$ cat config.mk
export PLATFORM = sky130hd
export DESIGN_NAME = move_enable_gate_flat
export DESIGN_NICKNAME = d
export VERILOG_FILES = /design/src/rtl/move_enable_gate_if.sv /design/src/rtl/move_enable_gate.sv /design/src/flat_wrapper.sv
export SDC_FILE = /design/constraint.sdc
export NUM_CORES = 1
export LEC_CHECK = 0
export CAP_MARGIN = 20
export CORE_UTILIZATION = 32
export DETAILED_ROUTE_END_ITERATION = 10
export GPL_TIMING_DRIVEN = 0
export PLACE_DENSITY = 0.81
export SLEW_MARGIN = 20
export SYNTH_ARGS = -nofsm -noshare
export SYNTH_HDL_FRONTEND = slang
export SYNTH_SLANG_ARGS = --single-unit
$ cat constraint.sdc
create_clock -name clk -period 1.8 [get_ports clk]
set_input_delay 0.27 -clock clk [delete_from_list [all_inputs] [get_ports clk]]
set_output_delay 0.27 -clock clk [all_outputs]
set_load 0.02 [all_outputs]
$ cat src/rtl/move_enable_gate_if.sv
// rtl/move_enable_gate_if.sv - move request/outcome handshake bundle
//
// Purpose: groups the player move request handshake and the resulting
// grant/reject outcome into one bundle shared by the requester and the gate.
//
// Signals:
//   req_valid   requester -> gate  move request valid
//   req_dir     requester -> gate  requested direction (0 up, 1 down, 2 left, 3 right)
//   req_ready   gate -> requester  request accepted when req_valid & req_ready
//   move_grant  gate -> requester  one-cycle pulse, move permitted
//   move_reject gate -> requester  one-cycle pulse, move refused
//   move_dir    gate -> requester  direction of the current grant/reject
//
// Modports: master = requester side, slave = gate side.

interface move_enable_gate_if;
  logic       req_valid;
  logic [1:0] req_dir;
  logic       req_ready;
  logic       move_grant;
  logic       move_reject;
  logic [1:0] move_dir;

  modport master (
    output req_valid,
    output req_dir,
    input  req_ready,
    input  move_grant,
    input  move_reject,
    input  move_dir
  );

  modport slave (
    input  req_valid,
    input  req_dir,
    output req_ready,
    output move_grant,
    output move_reject,
    output move_dir
  );
endinterface

$ cat src/rtl/move_enable_gate.sv
// rtl/move_enable_gate.sv - per-cell direction-enable reducer and move request arbiter
//
// Purpose: reduces per-cell up/down/left/right enable flags over a ROWS x COLS
// piece grid into registered per-direction "move allowed" bits (only cells
// marked occupied by cell_mask take part), then arbitrates move requests:
// each accepted request yields exactly one grant or reject pulse, and a grant
// is followed by a hold-off window during which requests are dropped.
//
// Ports:
//   clk         system clock
//   rst         asynchronous reset, active-high
//   bus         move_enable_gate_if.slave: req_valid/req_dir/req_ready,
//               move_grant/move_reject/move_dir
//   cell_mask   ROWS*COLS, 1 = cell occupied and must permit the move
//   up_en       ROWS*COLS per-cell up enable
//   down_en     ROWS*COLS per-cell down enable
//   left_en     ROWS*COLS per-cell left enable
//   right_en    ROWS*COLS per-cell right enable
//   dir_ok      registered per-direction allowed bits {right,left,down,up}
//   grant_cnt   total grants issued (wraps)
//   reject_cnt  total rejects issued (wraps)
//
// Flag layout: bit index = r + ROWS*c (r = row, c = column).

module move_enable_gate #(
  parameter int ROWS           = 4,
  parameter int COLS           = 6,
  parameter int HOLDOFF_CYCLES = 16,
  parameter int CNT_W          = 8
) (
  input  logic                   clk,
  input  logic                   rst,
  move_enable_gate_if.slave      bus,
  input  logic [ROWS*COLS-1:0]   cell_mask,
  input  logic [ROWS*COLS-1:0]   up_en,
  input  logic [ROWS*COLS-1:0]   down_en,
  input  logic [ROWS*COLS-1:0]   left_en,
  input  logic [ROWS*COLS-1:0]   right_en,
  output logic [3:0]             dir_ok,
  output logic [CNT_W-1:0]       grant_cnt,
  output logic [CNT_W-1:0]       reject_cnt
);

  // Hold-off counter only has to represent HOLDOFF_CYCLES-1 down to 0.
  localparam int HOLD_W    = (HOLDOFF_CYCLES > 1) ? $clog2(HOLDOFF_CYCLES) : 1;
  localparam int HOLD_LOAD = (HOLDOFF_CYCLES > 0) ? HOLDOFF_CYCLES - 1 : 0;

  typedef enum logic [2:0] {
    IDLE,
    EVAL,
    GRANT,
    REJECT,
    HOLDOFF
  } gateState_e;

  gateState_e        state, stateNext;
  logic [3:0]        dirOkQ, dirOkNext;
  logic [1:0]        moveDirQ, moveDirNext;
  logic              grantQ, grantNext;
  logic              rejectQ, rejectNext;
  logic [CNT_W-1:0]  grantCntQ, grantCntNext;
  logic [CNT_W-1:0]  rejectCntQ, rejectCntNext;
  logic [HOLD_W-1:0] holdCntQ, holdCntNext;

  // A direction is allowed when every occupied cell enables it; unoccupied
  // cells are forced to "allow", so an empty mask permits every direction.
  always_comb begin
    dirOkNext[0] = &(up_en    | ~cell_mask);
    dirOkNext[1] = &(down_en  | ~cell_mask);
    dirOkNext[2] = &(left_en  | ~cell_mask);
    dirOkNext[3] = &(right_en | ~cell_mask);
  end

  // Next-state and next-output decode. The EVAL decision reads dirOkQ, which
  // was captured at the acceptance edge, so flag changes after acceptance
  // cannot influence the outcome.
  always_comb begin
    stateNext     = state;
    moveDirNext   = moveDirQ;
    grantNext     = 1'b0;
    rejectNext    = 1'b0;
    grantCntNext  = grantCntQ;
    rejectCntNext = rejectCntQ;
    holdCntNext   = holdCntQ;

    case (state)
      IDLE: begin
        if (bus.req_valid) begin
          moveDirNext = bus.req_dir;
          stateNext   = EVAL;
        end
      end

      EVAL: begin
        if (dirOkQ[moveDirQ]) begin
          stateNext = GRANT;
        end else begin
          stateNext = REJECT;
        end
      end

      GRANT: begin
        grantNext    = 1'b1;
        grantCntNext = grantCntQ + CNT_W'(1);
        if (HOLDOFF_CYCLES == 0) begin
          stateNext = IDLE;
        end else begin
          stateNext   = HOLDOFF;
          holdCntNext = HOLD_W'(HOLD_LOAD);
        end
      end

      REJECT: begin
        rejectNext    = 1'b1;
        rejectCntNext = rejectCntQ + CNT_W'(1);
        stateNext     = IDLE;
      end

      HOLDOFF: begin
        // Requests arriving here are dropped; ready stays low until IDLE.
        if (holdCntQ == '0) begin
          stateNext = IDLE;
        end else begin
          holdCntNext = holdCntQ - HOLD_W'(1);
        end
      end

      default: begin
        stateNext = IDLE;
      end
    endcase
  end

  // Grant/reject pulses are registered one edge after the GRANT/REJECT state
  // is entered; an asynchronous reset in between discards them.
  always_ff @(posedge clk or posedge rst) begin
    if (rst) begin
      state      <= IDLE;
      dirOkQ     <= 4'b0000;
      moveDirQ   <= 2'd0;
      grantQ     <= 1'b0;
      rejectQ    <= 1'b0;
      grantCntQ  <= '0;
      rejectCntQ <= '0;
      holdCntQ   <= '0;
    end else begin
      state      <= stateNext;
      dirOkQ     <= dirOkNext;
      moveDirQ   <= moveDirNext;
      grantQ     <= grantNext;
      rejectQ    <= rejectNext;
      grantCntQ  <= grantCntNext;
      rejectCntQ <= rejectCntNext;
      holdCntQ   <= holdCntNext;
    end
  end

  // Ready depends on state only, never on req_valid.
  assign bus.req_ready   = (state == IDLE);
  assign bus.move_grant  = grantQ;
  assign bus.move_reject = rejectQ;
  assign bus.move_dir    = moveDirQ;
  assign dir_ok          = dirOkQ;
  assign grant_cnt       = grantCntQ;
  assign reject_cnt      = rejectCntQ;

endmodule

$ cat src/flat_wrapper.sv
// flat-port wrapper written by rule: the top's interface ports become plain ports
module move_enable_gate_flat 
#(
  parameter int ROWS           = 4,
  parameter int COLS           = 6,
  parameter int HOLDOFF_CYCLES = 16,
  parameter int CNT_W          = 8
)
  (clk, rst, cell_mask, up_en, down_en, left_en, right_en, dir_ok, grant_cnt, reject_cnt, bus_req_valid, bus_req_dir, bus_req_ready, bus_move_grant, bus_move_reject, bus_move_dir);
  move_enable_gate_if bus_i ();
  input  logic clk;
  input  logic rst;
  input  logic [ROWS*COLS-1:0] cell_mask;
  input  logic [ROWS*COLS-1:0] up_en;
  input  logic [ROWS*COLS-1:0] down_en;
  input  logic [ROWS*COLS-1:0] left_en;
  input  logic [ROWS*COLS-1:0] right_en;
  output logic [3:0] dir_ok;
  output logic [CNT_W-1:0] grant_cnt;
  output logic [CNT_W-1:0] reject_cnt;
  input wire logic [$bits(bus_i.req_valid)-1:0] bus_req_valid;
  input wire logic [$bits(bus_i.req_dir)-1:0] bus_req_dir;
  output wire logic [$bits(bus_i.req_ready)-1:0] bus_req_ready;
  output wire logic [$bits(bus_i.move_grant)-1:0] bus_move_grant;
  output wire logic [$bits(bus_i.move_reject)-1:0] bus_move_reject;
  output wire logic [$bits(bus_i.move_dir)-1:0] bus_move_dir;
  assign bus_i.req_valid = bus_req_valid;
  assign bus_i.req_dir = bus_req_dir;
  assign bus_req_ready = bus_i.req_ready;
  assign bus_move_grant = bus_i.move_grant;
  assign bus_move_reject = bus_i.move_reject;
  assign bus_move_dir = bus_i.move_dir;
  move_enable_gate #(.ROWS(ROWS), .COLS(COLS), .HOLDOFF_CYCLES(HOLDOFF_CYCLES), .CNT_W(CNT_W)) u_core (.clk(clk), .rst(rst), .bus(bus_i), .cell_mask(cell_mask), .up_en(up_en), .down_en(down_en), .left_en(left_en), .right_en(right_en), .dir_ok(dir_ok), .grant_cnt(grant_cnt), .reject_cnt(reject_cnt));
endmodule
### Supply network, run 1

Drawn at 6 px/um. Pins as bars on the die edge. Tap cells in gray.
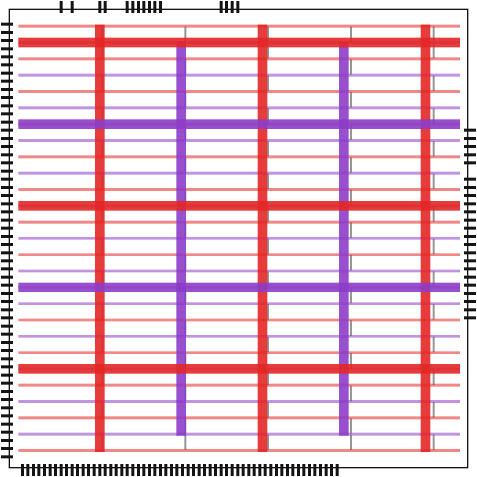
legend:
  red:
    net: VSS
  purple:
    net: VDD
signal pins: 150
met1 rails: 27
core outline area: 5200 sq um
peak ir drop on the vdd network: 0.000562 V

### Placed cells, one color a class, run 1

Drawn at 6 px/um. Fill, decap, tap and diode cells in gray.
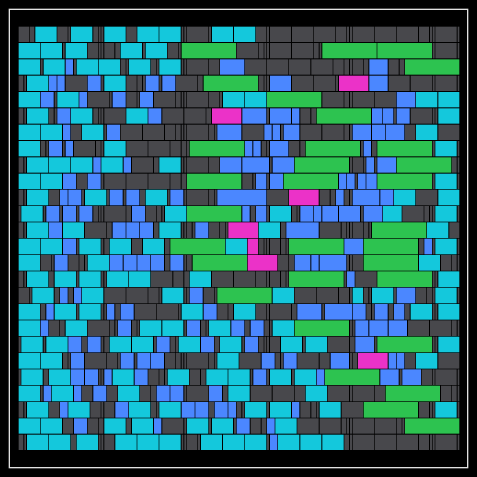
legend:
  blue:
    class: combinational and other logic
    cells: 154
  green:
    class: sequential cells
    cells: 31
  magenta:
    class: clock drivers and dummy loads
    cells: 7
  cyan:
    class: remaining buffers and delay cells
    cells: 150
Final Cell Area: 3430 sq um
final core area utilization: 65.9%
number of cell rows: 26
register share of the cell area: 22.6%

==> out/qor_table.md, run 1 <==
| Item | This run |
|:---|:---|
| Worst r2r dst | u_core.state[2] |
| Area leader, netlist | dfrtp_1 |
| AO/OA Area Share | 18.8% |
| Share of layout cells above drive strength 1 | 6.43% |
| Sequential area share after synthesis | 44.1% |
| Floorplan die width | 76.1 um |
| Logic cell area | 878 sq um |
| Post-layout min period | 1.65 ns |
| Wire length of the first global-routing pass | 10.9 mm |
| Starting DRT DRC Count | 63 |
| Ordered list of cells on the worst path | inv_1 > ha_1 > or3b_1 > and3_2 > or2_2 |
| Cell area after placement | 3340 sq um |
| TritonCTS clock tree | done |
| Number of search-and-repair iterations in the first detailed-routing pass | 4 |
| Met1 Usage GRT | 24.7% |
| Io pins | 150 |
| Unrepaired setup endpoints after global routing | no |
| CP Max Fanout | 4 |
| Number of hold buffers added after CTS | 0 |
| Count of fill cells added during filler insertion | 432 |
| Sw frac | 34.6% |
| Total power consumption of the routed design | 2.94 mW |
| Worst hold slack after final layout | 0.399 ns |
| Post-Place Cells | 405 |
| Met3 usage | 6.71% |
| CP bufs+invs | 1 |
| Post-cts repair resize count | 1 |
| Top area cell types | dfrtp_1 44%, o22ai_1 17%, inv_1 6.0%, xnor2_1 5.0%, nor4_1 4.3% |
| Yosys top cell area share | 44.1% |
| Vias/cell | 5.22 |
| Category of cells accounting for the largest share of critical-path delay | simple AND/OR/NAND/NOR gates |
| Longest individual stage delay on the worst path | 0.41 ns |
| Dominant logic cell types in the final layout | 148 x clkdlybuf4s50_1, 48 x o22ai_1, 31 x dfrtp_1 |
| Met2 wire length | 3.57 mm |
| Multi-input combinational area share | 25.6% |
| Leading power group | combinational cells |
| Run status | completed |
| Setup crit start | u_core.holdCntQ[0] |
| Top achievable clock speed | 606 MHz |
| Flip-flops with a built-in enable | 0 |
| Number of CTS-inserted buffers | 5 |
| Layout sequential cell count | 31 |
| TritonCTS Sinks | 31 |
| Crit Reg-Reg Startpoint | u_core.holdCntQ[0] |
| Last element of the critical path | u_core.state[2] |
| Most area-hungry cell class in the final design | buffers |
### Clock distribution, run 1

Drawn at 4 px/um.
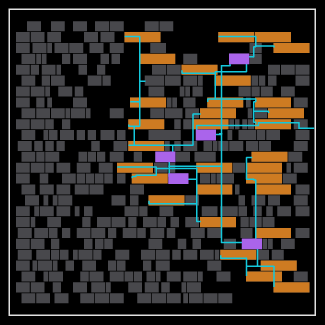
legend:
  cyan:
    item: clock wires
    length: 361 um
  orange:
    item: flip-flops
    count: 31
  purple:
    item: clock drivers
    count: 5
routed clock nets: 6
clock-net power: 0.534 mW
source-to-sink clock delay at the later pin of the worst-skew pair: 0.28 ns
maximum clock skew at final layout: 0.00462 ns
Clk network pwr share: 18.1%

### Metal layers overlaid, run 1

Drawn at 6 px/um.
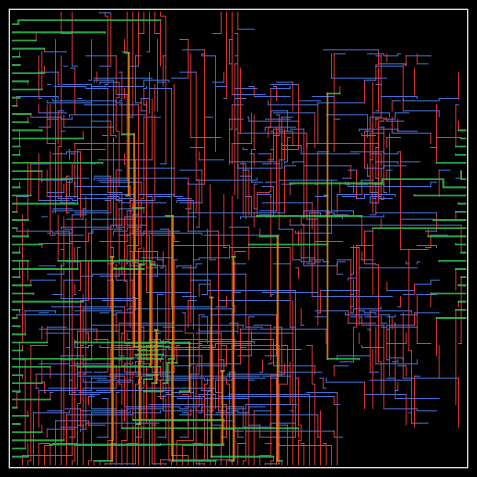
legend:
  green:
    layer: metal 3
    wire_length: 593 um
  blue:
    layer: metal 1
    wire_length: 2,540 um
  orange:
    layer: metal 4
    wire_length: 349 um
  red:
    layer: metal 2
    wire_length: 3,570 um
routed wire length: 7.05 mm
total number of vias: 2,150
global-route usage over all layers: 24.7%

### Routing congestion, run 1

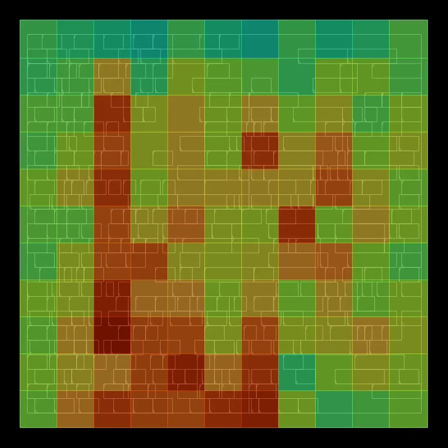

--- run 2 (diff from run 1) ---
--- a/config.mk
+++ b/config.mk
@@ -5,10 +5,12 @@
 export SDC_FILE = /design/constraint.sdc
 export NUM_CORES = 1
 export LEC_CHECK = 0
+export ABC_AREA = 1
 export CAP_MARGIN = 20
-export CORE_UTILIZATION = 32
+export CORE_UTILIZATION = 37
 export DETAILED_ROUTE_END_ITERATION = 10
 export GPL_TIMING_DRIVEN = 0
+export MAX_ROUTING_LAYER = met4
 export PLACE_DENSITY = 0.81
 export SLEW_MARGIN = 20
 export SYNTH_ARGS = -nofsm -noshare
### Routing congestion, run 2

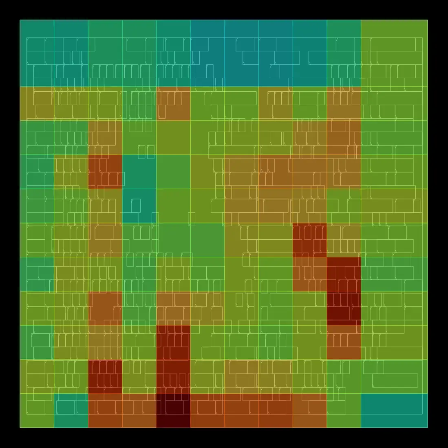
routed wirelength normalized by instance count: 10.8 um
met1 Usage GRT: 21.2%
met2 Track Usage GR: 41.7%
met3 usage: 4.07%
final core area utilization: 66.6%

### Placed cells, one color a class, run 2

Drawn at 6 px/um. Fill, decap, tap and diode cells in gray.
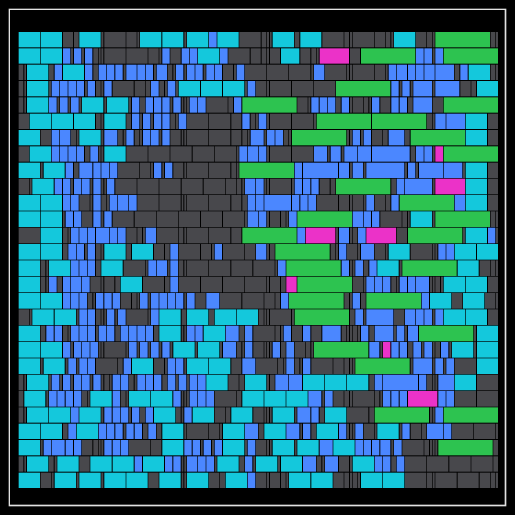
legend:
  green:
    class: sequential cells
    cells: 31
  cyan:
    class: remaining buffers and delay cells
    cells: 149
  magenta:
    class: clock drivers and dummy loads
    cells: 8
  blue:
    class: combinational and other logic
    cells: 369
core outline area: 6100 sq um
number of cell rows: 28

### Supply network, run 2

Drawn at 6 px/um. Pins as bars on the die edge. Tap cells in gray.
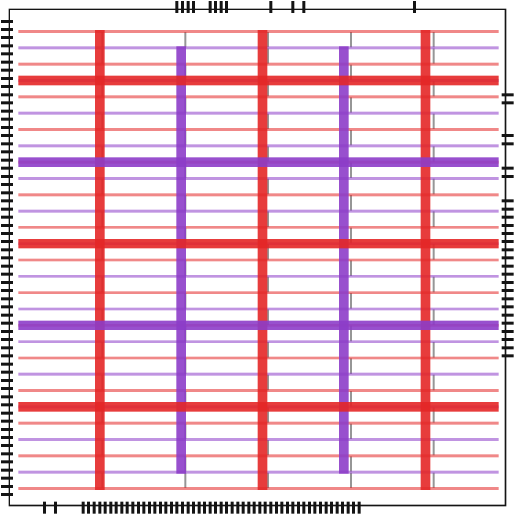
legend:
  red:
    net: VSS
  purple:
    net: VDD
tap cells: 75
met1 rails: 29
vertical extent of the die: 82.5 um
floorplan die width: 82.5 um
peak ir drop on the vdd network: 0.000944 V

==> out/qor_table.md, run 2 <==
| Item | This run |
|:---|:---|
| Run status | completed |
| Number of hold buffers added after CTS | 0 |
| Area leader, netlist | dfrtp_1 |
| Vias/cell | 4.48 |
| Last element of the critical path | bus_req_ready |
| Crit Reg-Reg Startpoint | u_core.holdCntQ[0] |
| TritonCTS Sinks | 31 |
| Multi-input combinational area share | 28.6% |
| Cell area after placement | 3980 sq um |
| Count of fill cells added during filler insertion | 538 |
| Share of layout cells above drive strength 1 | 3.05% |
| Category of cells accounting for the largest share of critical-path delay | flip-flops |
| Logic cell area | 1160 sq um |
| Layout sequential cell count | 31 |
| Sw frac | 39.3% |
| Total power consumption of the routed design | 3.15 mW |
| Longest individual stage delay on the worst path | 0.46 ns |
| Leading power group | combinational cells |
| Wire length of the first global-routing pass | 10.9 mm |
| Io pins | 150 |
| Post-cts repair resize count | 1 |
| Post-Place Cells | 624 |
| Unrepaired setup endpoints after global routing | no |
| CP bufs+invs | 2 |
| Worst r2r dst | u_core.holdCntQ[3] |
| Post-layout min period | 1.71 ns |
| Top achievable clock speed | 586 MHz |
| Worst hold slack after final layout | 0.384 ns |
| Ordered list of cells on the worst path | nor2_2 > nand2_1 > inv_1 > dlygate4sd2_1 |
| Clock-net power | 0.520 mW |
| Clk network pwr share | 16.5% |
--- run 3 (diff from run 2) ---
--- a/config.mk
+++ b/config.mk
@@ -10,6 +10,7 @@
 export CORE_UTILIZATION = 37
 export DETAILED_ROUTE_END_ITERATION = 10
 export GPL_TIMING_DRIVEN = 0
+export HOLD_SLACK_MARGIN = 0.15
 export MAX_ROUTING_LAYER = met4
 export PLACE_DENSITY = 0.81
 export SLEW_MARGIN = 20
### Metal layers overlaid, run 3

Drawn at 6 px/um.
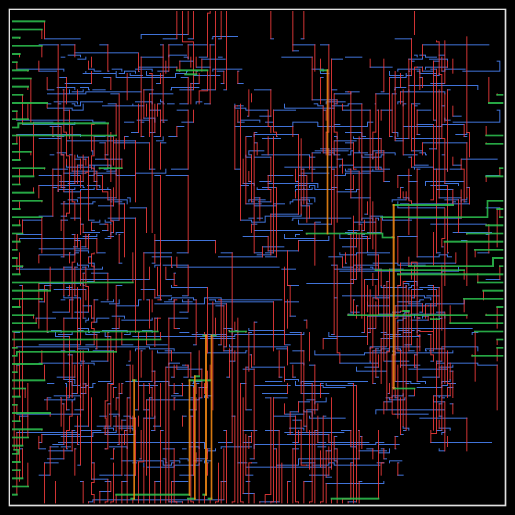
legend:
  red:
    layer: metal 2
    wire_length: 3,630 um
  blue:
    layer: metal 1
    wire_length: 2,550 um
  green:
    layer: metal 3
    wire_length: 493 um
  orange:
    layer: metal 4
    wire_length: 171 um
routed wire length: 6.85 mm
global-route usage over all layers: 21.7%
total number of vias: 2,831

### Routing congestion, run 3

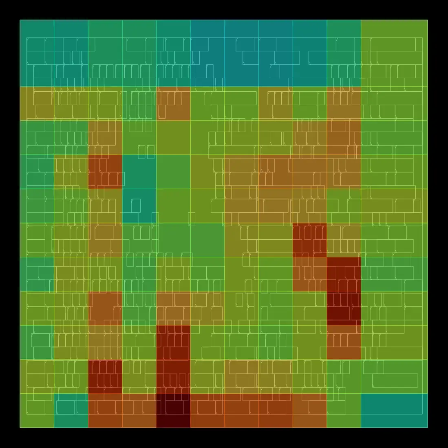
most crowded layer after global routing: met2

==> out/qor_table.md, run 3 <==
| Item | This run |
|:---|:---|
| Longest individual stage delay on the worst path | 0.46 ns |
| Met2 wire length | 3.63 mm |
| Multi-input combinational area share | 28.6% |
| TritonCTS clock tree | done |
| Category of cells accounting for the largest share of critical-path delay | flip-flops |
| Yosys top cell area share | 32.4% |
| Met1 Usage GRT | 21.2% |
| Crit Reg-Reg Startpoint | u_core.holdCntQ[0] |
| Starting DRT DRC Count | 86 |
| Worst hold slack after final layout | 0.384 ns |
| Top area cell types | dfrtp_1 32%, nand2_1 22%, inv_1 19%, nor2_1 5.5%, o22ai_1 3.9% |
| Unrepaired setup endpoints after global routing | no |
| Met3 usage | 4.07% |
| Floorplan die width | 82.5 um |
| TritonCTS Sinks | 31 |
| Clock-net power | 0.520 mW |
| Logic cell area | 1160 sq um |
| Share of layout cells above drive strength 1 | 3.05% |
| Post-Place Cells | 624 |
| Sw frac | 39.3% |
| Most area-hungry cell class in the final design | buffers |
| Top achievable clock speed | 586 MHz |
| Run status | completed |
| Ordered list of cells on the worst path | nor2_2 > nand2_1 > inv_1 > dlygate4sd2_1 |
| Number of CTS-inserted buffers | 5 |
| Met2 Track Usage GR | 41.7% |
| Cell area after placement | 3980 sq um |
| Area leader, netlist | dfrtp_1 |
| Source-to-sink clock delay at the later pin of the worst-skew pair | 0.29 ns |
| Total power consumption of the routed design | 3.15 mW |
| Vias/cell | 4.48 |
| Vertical extent of the die | 82.5 um |
### Placed cells, one color a class, run 3

Drawn at 6 px/um. Fill, decap, tap and diode cells in gray.
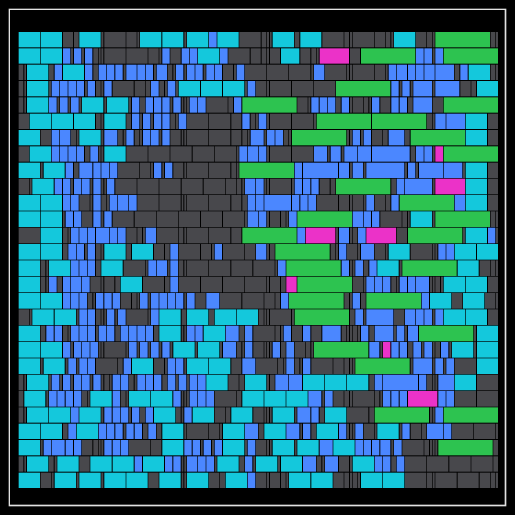
legend:
  green:
    class: sequential cells
    cells: 31
  blue:
    class: combinational and other logic
    cells: 369
  magenta:
    class: clock drivers and dummy loads
    cells: 8
  cyan:
    class: remaining buffers and delay cells
    cells: 149
register share of the cell area: 19.1%
Final Cell Area: 4060 sq um

No activity file was given, so power comes from the tool's default toggle rates.
